**src/rtl/fetch_pkg.sv**
```systemverilog
// Shared types and constants for the instruction fetch front end.
package fetch_pkg;

  localparam int INSTR_BYTES     = 4;
  localparam int FETCH_BUF_DEPTH = 2;

  localparam logic [31:0] NOP_INSTR = 32'h0000_0013;

  // One buffered fetch: the instruction word and the address it came from.
  typedef struct packed {
    logic [31:0] instr;
    logic [31:0] pc;
  } fetch_entry_t;

endpackage

```
**src/rtl/fetch_buffer.sv**
```systemverilog
// Two-entry FIFO of fetch entries between the PC stage and decode.
// Entry 0 is always the head, so the head outputs come straight from a register.
module fetch_buffer
  import fetch_pkg::*;
(
  input  logic         clk,
  input  logic         rst_n,
  input  logic         flush_i,
  input  logic         push_i,
  input  fetch_entry_t push_entry_i,
  input  logic         pop_i,
  output logic [1:0]   count_o,
  output fetch_entry_t head_o
);

  logic [1:0]   count_q;
  fetch_entry_t entry0_q;
  fetch_entry_t entry1_q;
  logic         popOk;
  logic         pushOk;

  // Qualify the requests so a stray pop on empty or push on full cannot corrupt the FIFO.
  always_comb begin
    popOk  = pop_i && (count_q != 2'd0);
    pushOk = push_i && ((count_q < 2'(FETCH_BUF_DEPTH)) || popOk);
  end

  // Head-anchored FIFO update; flush wins over push and pop, and an empty buffer keeps its last head.
  always_ff @(posedge clk) begin
    if (!rst_n) begin
      count_q  <= 2'd0;
      entry0_q <= '0;
      entry1_q <= '0;
    end else if (flush_i) begin
      count_q <= 2'd0;
    end else begin
      case ({pushOk, popOk})
        2'b10: begin
          if (count_q == 2'd0) begin
            entry0_q <= push_entry_i;
          end else begin
            entry1_q <= push_entry_i;
          end
          count_q <= count_q + 2'd1;
        end
        2'b01: begin
          if (count_q == 2'd2) begin
            entry0_q <= entry1_q;
          end
          count_q <= count_q - 2'd1;
        end
        2'b11: begin
          if (count_q == 2'd2) begin
            entry0_q <= entry1_q;
            entry1_q <= push_entry_i;
          end else begin
            entry0_q <= push_entry_i;
          end
        end
        default: begin
        end
      endcase
    end
  end

  assign count_o = count_q;
  assign head_o  = entry0_q;

endmodule

```
**src/rtl/fetch_unit.sv**
```systemverilog
// Instruction fetch front end: owns the PC, addresses instr_mem and feeds decode
// through a two-entry buffer. The buffer entry format is fixed at 32-bit fields by fetch_pkg.
module fetch_unit
  import fetch_pkg::*;
#(
  parameter int                       ADDRESS_WIDTH = 32,
  parameter int                       DATA_WIDTH    = 32,
  parameter logic [ADDRESS_WIDTH-1:0] RESET_PC      = '0
) (
  input  logic                     clk,
  input  logic                     rst_n,
  output logic [ADDRESS_WIDTH-1:0] instr_addr,
  input  logic [DATA_WIDTH-1:0]    instr,
  input  logic                     fetch_en,
  input  logic                     redirect_valid,
  input  logic [ADDRESS_WIDTH-1:0] redirect_pc,
  output logic                     out_valid,
  input  logic                     out_ready,
  output logic [DATA_WIDTH-1:0]    out_instr,
  output logic [ADDRESS_WIDTH-1:0] out_pc,
  output logic [ADDRESS_WIDTH-1:0] out_pc_plus4
);

  logic [ADDRESS_WIDTH-1:0] pc_q;
  logic [ADDRESS_WIDTH-1:0] pc_d;
  logic                     pop;
  logic                     push;
  logic [1:0]               count;
  fetch_entry_t             newEntry;
  fetch_entry_t             head;

  // Handshake and next-PC selection; a redirect suppresses the fetch and realigns the target.
  always_comb begin
    pop  = out_valid && out_ready;
    push = fetch_en && !redirect_valid && ((count < 2'(FETCH_BUF_DEPTH)) || pop);
    pc_d = pc_q;
    if (redirect_valid) begin
      pc_d = {redirect_pc[ADDRESS_WIDTH-1:2], 2'b00};
    end else if (push) begin
      pc_d = pc_q + ADDRESS_WIDTH'(INSTR_BYTES);
    end
    newEntry.instr = instr;
    newEntry.pc    = pc_q;
  end

  // PC register, driven straight onto the instruction memory address.
  always_ff @(posedge clk) begin
    if (!rst_n) begin
      pc_q <= RESET_PC;
    end else begin
      pc_q <= pc_d;
    end
  end

  fetch_buffer u_fetch_buffer (
    .clk          (clk),
    .rst_n        (rst_n),
    .flush_i      (redirect_valid),
    .push_i       (push),
    .push_entry_i (newEntry),
    .pop_i        (pop),
    .count_o      (count),
    .head_o       (head)
  );

  assign instr_addr   = pc_q;
  assign out_valid    = (count != 2'd0);
  assign out_instr    = head.instr;
  assign out_pc       = head.pc;
  assign out_pc_plus4 = head.pc + ADDRESS_WIDTH'(INSTR_BYTES);

endmodule

```
**config.mk**
```make
export PLATFORM = sky130hd
export DESIGN_NAME = fetch_unit
export DESIGN_NICKNAME = d
export VERILOG_FILES = /design/src/rtl/fetch_pkg.sv /design/src/rtl/fetch_buffer.sv /design/src/rtl/fetch_unit.sv
export SDC_FILE = /design/constraint.sdc
export NUM_CORES = 1
export LEC_CHECK = 0
export CAP_MARGIN = 30
export CORE_AREA = 2 2 132 134
export CTS_CLUSTER_SIZE = 40
export DETAILED_ROUTE_END_ITERATION = 16
export DIE_AREA = 0 0 134 136
export MAX_ROUTING_LAYER = met4
export PLACE_DENSITY = 0.74
export SYNTH_ARGS = -nofsm -noshare
export SYNTH_HDL_FRONTEND = slang
export SYNTH_SLANG_ARGS = --single-unit
```
**constraint.sdc**
```tcl
create_clock -name clk -period 2.74 [get_ports clk]
set_clock_uncertainty 0.05 [all_clocks]
set_input_delay 0.822 -clock clk [delete_from_list [all_inputs] [get_ports clk]]
set_output_delay 0.822 -clock clk [all_outputs]
set_load 0.005 [all_outputs]
```
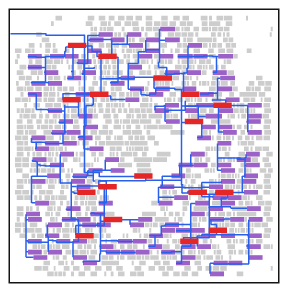
run_1/clk_routes.png
Drawn at 2 px/um.
Key: blue = clock wires [length 1850 um]; red = clock drivers [count 17]; purple = flip-flops [count 156]
Position of the flops: all over the die. There are 18 routed clock nets.
Late-Pin Clk Latency: 0.42 ns
Power Clock: 2110 uW
clock share of power: 0.390

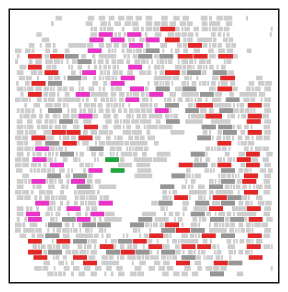
run_1/flops_by_reg.png
Drawn at 2 px/um.
Key: magenta = `instr_addr` [placed flops 30]; red = `u_fetch_buffer.head_o` [placed flops 62, where all over the die]; green = `u_fetch_buffer.count_o` [placed flops 2]
Another 62 sequential cells are not coloured.

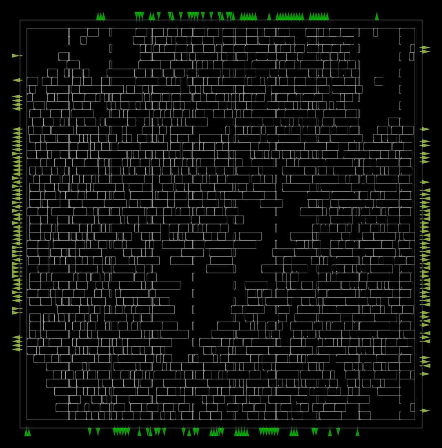
run_1/placement.png
Fill cells: 1422
FFs & Latches: 156
Tap Count: 225
floorplan core area: 0.01688 sq mm

==> run 1: what timing repair did <==
item,CTS,global route
setup endpoints to repair,88,75
cloned,3,1
gates resized,126,29
pin swaps,26,20
setup buffers,12,10
endpoints found under the hold margin,0,0
==> run 1: layer usage <==
| metal | track usage | up-vias | wire [um] |
|---|---|---|---|
| li1 | - | 3547 | - |
| met1 | 0.2987 | 3400 | 9507 |
| met2 | 0.3863 | 212 | 10100 |
| met3 | 0.05444 | 27 | 1222 |
| met4 | 0.07151 | 0 | 337 |
| met5 | - | - | 0 |
==> run 1: power groups by stage <==
| stage | Sequential (uW) | Combinational [uW] | Clock [uW] |
|---|---|---|---|
| 3_5_place_dp | 2510 | 810 | 0 |
| 4_1_cts | 2460 | 820 | 2160 |
| 5_1_grt | 2480 | 905 | 2260 |
| 2_1_floorplan | 2510 | 331 | 0 |
| 6_report | 2470 | 830 | 2110 |
| 3_3_place_gp | 2510 | 805 | 0 |
==> run 1: through the flow <==
stage,utilization,cells
after floorplan,-,872
after global placement,0.5934,1298
after detailed placement,0.5934,1298
after CTS,0.6378,1343
after global routing,0.6443,1350
final,0.6443,1350
==> run 1: cells by family (layout without fill, tap and decap cells) <==
family / count (synthesis) / count (layout)
mux: 2 / 2
xor+xnor: 59 / 59
flops: 156 / 156
fa+ha+maj: 6 / 6
buf+inv: 81 / 332
simple gates: 316 / 316
other cells: 1 / 8
compound gates: 246 / 246
==> run 1: registers in the layout, summed over array words and instances (netlist names) <==
register,flops
instr_addr,30
u_fetch_buffer.count_o,2
u_fetch_buffer.head_o,62
u_fetch_buffer.entry1_q,62
==> run 1: synthesized netlist by cell type, types with 3 or more instances <==
cell type    n
nor4_2       4
nand3_1     17
a211oi_1    31
a21boi_1    62
inv_1        9
xor2_1      21
buf_2       13
a22oi_1     62
o211a_1     34
a21oi_1     25
clkbuf_1    51
and4_1       5
ha_1         6
xnor2_1     38
nand4_1     18
nand2b_1     3
and3_1      12
and2_1       5
nand2_1    187
nor3_1      11
nor2_1      46
dfxtp_1    156
o21ai_0     25
buf_4        6
==> run 1: how the worst max path moves through the flow <==
stage / startpoint / to / slack, ns / depth (start not counted)
final: u_fetch_buffer.head_o[8]$_SDFFE_PN0P_ / out_pc_plus4[31] / -0.27 / 9
after global routing: u_fetch_buffer.head_o[8]$_SDFFE_PN0P_ / out_pc_plus4[23] / -0.34 / 9
after CTS: u_fetch_buffer.head_o[7]$_SDFFE_PN0P_ / out_pc_plus4[29] / -0.24 / 9
after detailed placement: out_ready / u_fetch_buffer.head_o[39]$_SDFFE_PN0P_ / -0.57 / 13
after global placement: out_ready / u_fetch_buffer.head_o[32]$_SDFFE_PN0P_ / -0.50 / 13
after floorplan: out_ready / u_fetch_buffer.head_o[56]$_SDFFE_PN0P_ / 0.007 / 11
==> run 1: cell type report <==
cell class	instances	area [sq um]
antenna	2	5.005
fill	1422	6003
timing repair buffer	290	2794
sequential	156	3139
tap	225	281.5
inverter	11	41.29
clock inverter	10	65.06
clock buffer	21	460.4
multi-input combinational	635	4086
==> CHANGELOG.md, run 1 <==
## Implementation

- Number of enable flip-flop cells: 0
- Failing checks: setup timing
- Critical Path Fanout Max: 4
- Pre-CTS setup slack: -0.5719 ns
- Startpoint types: flip-flop
- FP Util: 0.4325
- Cell internal pwr: 4060 uW
- Total Wirelength: 21160 um
- Fin area: 0.01087 sq mm
- Most area-hungry cell type in the Yosys netlist: dfxtp_1
- Residual DRC count: 0
- Worst path slowest cell: dfxtp_2
- Status: complete, but fails checks
- Num CTS Buffers: 17
- Kind of critical path: reg -> out
- RSZ-0062 raised after global routing: yes
- Yosys cell count: 867
- Post-CTS Hold Buffers: 0
- Total GRT Usage: 0.2388
- Number of global-route vias before repair: 6789
- Per-cell routed wire length: 15.68 um
- Comb power frac: 0.153
- Die Width: 134 um
- Grt ovf: 0
- Nets: 1186
- Worst Hold Slack: 0.4002 ns
- Final tally of setup violations: 17
- FMAX: 332.2 MHz
- Final HPWL DP: 13760 um
- Switch Pwr: 1351 uW
- Yosys simple share: 0.1930
- Max Cap Violations: 0
- Via count: 7186
- WHS Endpoint: u_fetch_buffer.entry1_q[4]$_SDFFE_PN0P_
- Logic family by area: AND-OR/OR-AND gates
- Yosys stat area: 0.007300 sq mm
- Post-Synth XOR/XNOR Area: 0.07079
- Library cells used by synthesis: 41
- DP Area: 0.01001 sq mm
- Chip area: 0.01822 sq mm
- Routed Antenna Nets: 0
- Clock tree from TritonCTS: done
- Worst hold stages: 2
- Synth Seq Share: 0.4278
- Die height: 136 um
- Clk root buf: clkbuf_16
- Fin worst setup slack: -0.2701 ns
- Critical Path RT: 1.87 ns
- Post-synth top flop: dfxtp_1
- Layout cells sized above 1: 0.1799
- Fin crit period: 3.010 ns
- Syn Inst Count: 867
- Cell row count: 48
- Clk sink count: 156
- DRT iter0 DRCs: 555
- Initial antenna violation count: 2
- Final GP Congestion: 0.8231
- FF-to-FF path depth: 14
- Min-Delay Path Class: reg -> reg
- Yosys top cell area share: 0.4278
- Flop-to-flop setup slack: 0.23 ns
- Mux frac, synth: 0.002914
- Commonest Layout Cell: nand2_1
- Maximum VDD drop: 0.4045 mV
- CTS Buffer Depth: 2
- I/O pin total: 198
- Pleak: 0.004386 uW
- Fin. Hold Viols: 0
- Worst R2R Start: u_fetch_buffer.count_o[1]$_SDFFE_PP0P_
- Worst r2r dst: u_fetch_buffer.head_o[35]$_SDFFE_PN0P_
- Cell Pwr Density: 497.7 mW/mm^2
==> run 1 -> run 2 <==
CORE_AREA = 2 2 109 163   (was 2 2 132 134)
DIE_AREA = 0 0 111 165   (was 0 0 134 136)
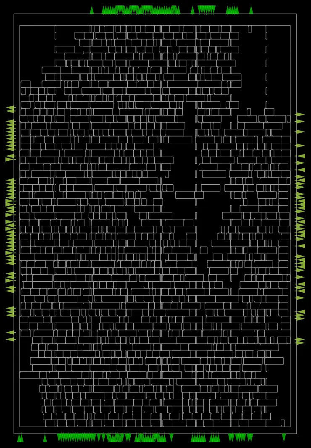
run_2/placement.png
floorplan core area: 0.01676 sq mm
Util after Layout: 0.6536
Finished Layout Cells: 1338

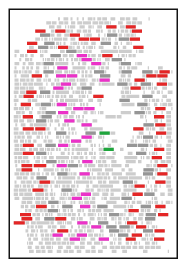
run_2/flops_by_reg.png
Drawn at 1.5 px/um.
Key: magenta = `instr_addr` [placed flops 30, where a vertical strip down the middle]; green = `u_fetch_buffer.count_o` [placed flops 2]; red = `u_fetch_buffer.head_o` [placed flops 62, where all over the die]
Another 62 sequential cells are not coloured.
sequential cell area share: 0.2869
Register Area: 0.003143 sq mm
seq pwr: 2470 uW

==> run 2 against run 1 <==
  * The flow still finishes with violations (setup timing)
  * Sequential power barely moved
  * Sequential share of layout area fell by 0.19 points
  * Die area rose by 0.50%
  * Global-route usage rose by 0.11 points
  * First-iteration DRC count fell by 39%
  * Final area rose by 0.77%
  * Clock power rose by about 10%
  * Critical path depth rose by 1
  * Routed wire length rose by 4.1%
  * Fmax fell by 1.7%
  * Setup slack got worse by 0.053 ns
  * Critical endpoint is now out_pc_plus4[30]
  * Largest cell class unchanged
==> CHANGELOG.md, run 2 <==
## Implementation

- Chip area: 0.01832 sq mm (+0.50%)
- Clk slew on worst S/H paths: 0.07 ns
- Total GRT Usage: 0.2399 (+0.001148)
- Syn Inst Count: 867 (unchanged)
- Post-CTS Hold Buffers: 0 (unchanged)
- Critical Path Fanout Max: 3 (-1)
- Late-Pin Clk Latency: 0.42 ns (about the same)
- Ys flops: 156
- Commonest Layout Cell: nand2_1
- Clk sink count: 156 (unchanged)
- Nets: 1190 (+0.34%)
- CTS Buffer Depth: 2 (unchanged)
- Max-slew violations: 0
- Routed Antenna Nets: 0 (unchanged)
- H-tree level count: 4
- Area grow syn2layout: 50.10%
- Pre-CTS setup slack: -0.7363 ns (-0.1644 ns)
- Most area-hungry cell type in the Yosys netlist: dfxtp_1
- Fin. Hold Viols: 0 (unchanged)
- Total Wirelength: 22040 um (+4.1%)
- CP Launch Point: u_fetch_buffer.head_o[3]$_SDFFE_PN0P_
- Die Width: 111 um (-17%)
- Maximum VDD drop: 0.2949 mV (-27%)
- Min-Delay Path Class: reg -> reg
- Worst R2R Start: u_fetch_buffer.count_o[1]$_SDFFE_PP0P_
- Most instantiated logic cells after routing: nand2_1 (180), clkdlybuf4s50_1 (157), dfxtp_1 (142)
- Critical path capture point: out_pc_plus4[30]
- DRT iter0 DRCs: 339 (-39%)
- Synth Seq Share: 0.4278 (unchanged)
- FP Util: 0.4354 (+0.002906)
- Via density per instance: 5.362
- Final tally of setup violations: 16 (-1)
- Worst r2r dst: u_fetch_buffer.head_o[59]$_SDFFE_PN0P_
- Clock tree from TritonCTS: done
- Fin worst setup slack: -0.3229 ns (-0.05281 ns)
- Layout cells sized above 1: 0.1924 (+0.01250)
- FMAX: 326.5 MHz (-1.7%)
- Library cells used by synthesis: 41 (unchanged)
- Placed Cells: 1281 (-1.3%)
- # port buffers: 189
- Status: complete, but fails checks
- First-pass GRT wire length: 34600 um
- Yosys warns: 0
- Kind of critical path: reg -> out
- RSZ-0062 raised after global routing: yes
- Inserted Diodes: 0 (-2)
- Tool warning count: 33
- CP endpoint kind: output port
- Yosys stat area: 0.007300 sq mm (unchanged)
- Top cells by area, synth: dfxtp_1 (43%), nand2_1 (9.6%), a21boi_1 (6.4%), a22oi_1 (6.4%), o211a_1 (4.7%)
- Startpoint types: flip-flop
- Die height: 165 um (+21%)
- Max Cap Violations: 0 (unchanged)
- Num CTS Buffers: 17 (unchanged)
- Initial antenna violation count: 0 (-2)
- Syn Std Cell Area: 0.007300 sq mm
- Tot Pwr: 5613 uW
- Period utilization: 1.118
- Failing checks: setup timing
- Largest net degree at the start of global routing: 53
- Number of enable flip-flop cells: 0 (unchanged)
- Yosys cell count: 867 (unchanged)
- Pleak: 0.004488 uW (+2.3%)
- Cell row count: 58 (+21%)
- Critical Path RT: 1.87 ns (about the same)
- Cell Pwr Density: 512.3 mW/mm^2 (+2.9%)
- Clk root buf: clkbuf_16
- Post-synth top cells: nand2_1 (187), dfxtp_1 (156), a21boi_1 (62), a22oi_1 (62), clkbuf_1 (51)
- Avg Cell Area, Syn: 8.419 sq um
- DRT Pass-1 Iters: 4
- Final GP Congestion: 0.8231 (unchanged)
- Per-cell routed wire length: 16.47 um (+5.1%)
- Yosys top cell area share: 0.4278 (unchanged)
- Number of global-route vias before repair: 6953 (+2.4%)
- I/O pin total: 198 (unchanged)
- Worst Hold Slack: 0.4004 ns (+0.0001860 ns)
- Flop-to-flop setup slack: 0.40 ns (+0.17 ns)
- Final HPWL DP: 14760 um (+7.3%)
- Via count: 7175 (-0.15%)
- Most frequent cell after synthesis: nand2_1
- Post-synth top flop: dfxtp_1
- FF-to-FF path depth: 11 (-3)
- Grt ovf: 0 (unchanged)
- Residual DRC count: 0 (unchanged)
- Fin crit period: 3.063 ns (+0.05281 ns)
- Fraction of registers with async set/reset: 0
- CP Data Arrival Time: 2.19 ns
- Fill cells: 1406 (-1.1%)
[run 2: cell counts after synthesis]
No cell type changed its count.
[run 2: cell type report]
cell class / count / area [sq um] / area share
multi-input combinational: 635 / 4104 / 0.3746
sequential: 156 / 3143 / 0.2869
timing repair buffer: 294 / 2833 / 0.2585
clock buffer: 18 / 439.2 / 0.04008
tap: 210 / 262.8 / 0.02398
clock inverter: 14 / 133.9 / 0.01222
inverter: 11 / 41.29 / 0.003768
[run 2: timing repair]
| item | in CTS | in global routing |
|---|---|---|
| setup buffers | 21 | 6 |
| pin swaps | 28 | 22 |
| cloned | 1 | 1 |
| gates resized | 122 | 45 |
| endpoints found under the setup margin | 88 | 84 |
[run 2: worst min-delay path by stage]
stage / startpoint / endpoint / slack, ns / cells after the start
finish: u_fetch_buffer.entry1_q[56]$_SDFFE_PN0P_ / u_fetch_buffer.entry1_q[56]$_SDFFE_PN0P_ / 0.40 / 2
detailed placement: u_fetch_buffer.entry1_q[32]$_SDFFE_PN0P_ / u_fetch_buffer.entry1_q[32]$_SDFFE_PN0P_ / 0.39 / 2
floorplan: u_fetch_buffer.entry1_q[10]$_SDFFE_PN0P_ / u_fetch_buffer.entry1_q[10]$_SDFFE_PN0P_ / 0.38 / 2
global placement: u_fetch_buffer.entry1_q[52]$_SDFFE_PN0P_ / u_fetch_buffer.entry1_q[52]$_SDFFE_PN0P_ / 0.39 / 2
global route: u_fetch_buffer.entry1_q[47]$_SDFFE_PN0P_ / u_fetch_buffer.entry1_q[47]$_SDFFE_PN0P_ / 0.42 / 2
CTS: u_fetch_buffer.entry1_q[32]$_SDFFE_PN0P_ / u_fetch_buffer.entry1_q[32]$_SDFFE_PN0P_ / 0.40 / 2
[run 2: through the flow]
stage	setup TNS (ns)	instance area (sq um)
2_1_floorplan	0	7416
3_3_place_gp	-58.74	9993
3_5_place_dp	-64.95	9993
4_1_cts	-2.778	10810
5_1_grt	-4.887	10960
6_report	-2.776	10960
[run 2: per-layer routing]
layer | GRT usage | wire length (um)
met1 | 0.2620 | 8954
met2 | 0.4345 | 11670
met5 | - | 0
met4 | 0.09602 | 440
met3 | 0.04147 | 965
[run 2: power breakdown]
group	total [uW]	leakage [uW]	switching, uW	internal, uW
clock network	2320	0.000272	1030	1290
registers	2470	0.00128	105	2370
logic	825	0.00294	333	492
[run 2: worst max-delay path: stages (launching register included)]
cell and delay [ns]:
dfxtp_2 0.34, buf_4 0.12, ha_4 0.13, nand4_1 0.13, nor3_2 0.20, buf_4 0.17, buf_6 0.10, and3_4 0.22
nand2_2 0.08, xnor2_1 0.15, buf_2 0.14
[run 2: logic make-up (layout without fill, tap and decap cells)]
logic type,after synthesis,count (layout),share of synthesized area
AND/OR/NAND/NOR,316,316,0.1930
buffers and inverters,81,337,0.04696
flip-flops,156,156,0.4278
other,1,6,0.0005137
adder cells (fa/ha/maj),6,6,0.01028
multiplexers,2,2,0.002914
XOR/XNOR,59,59,0.07079
AND-OR/OR-AND,246,246,0.2477
Power and IR drop assume default switching activity.
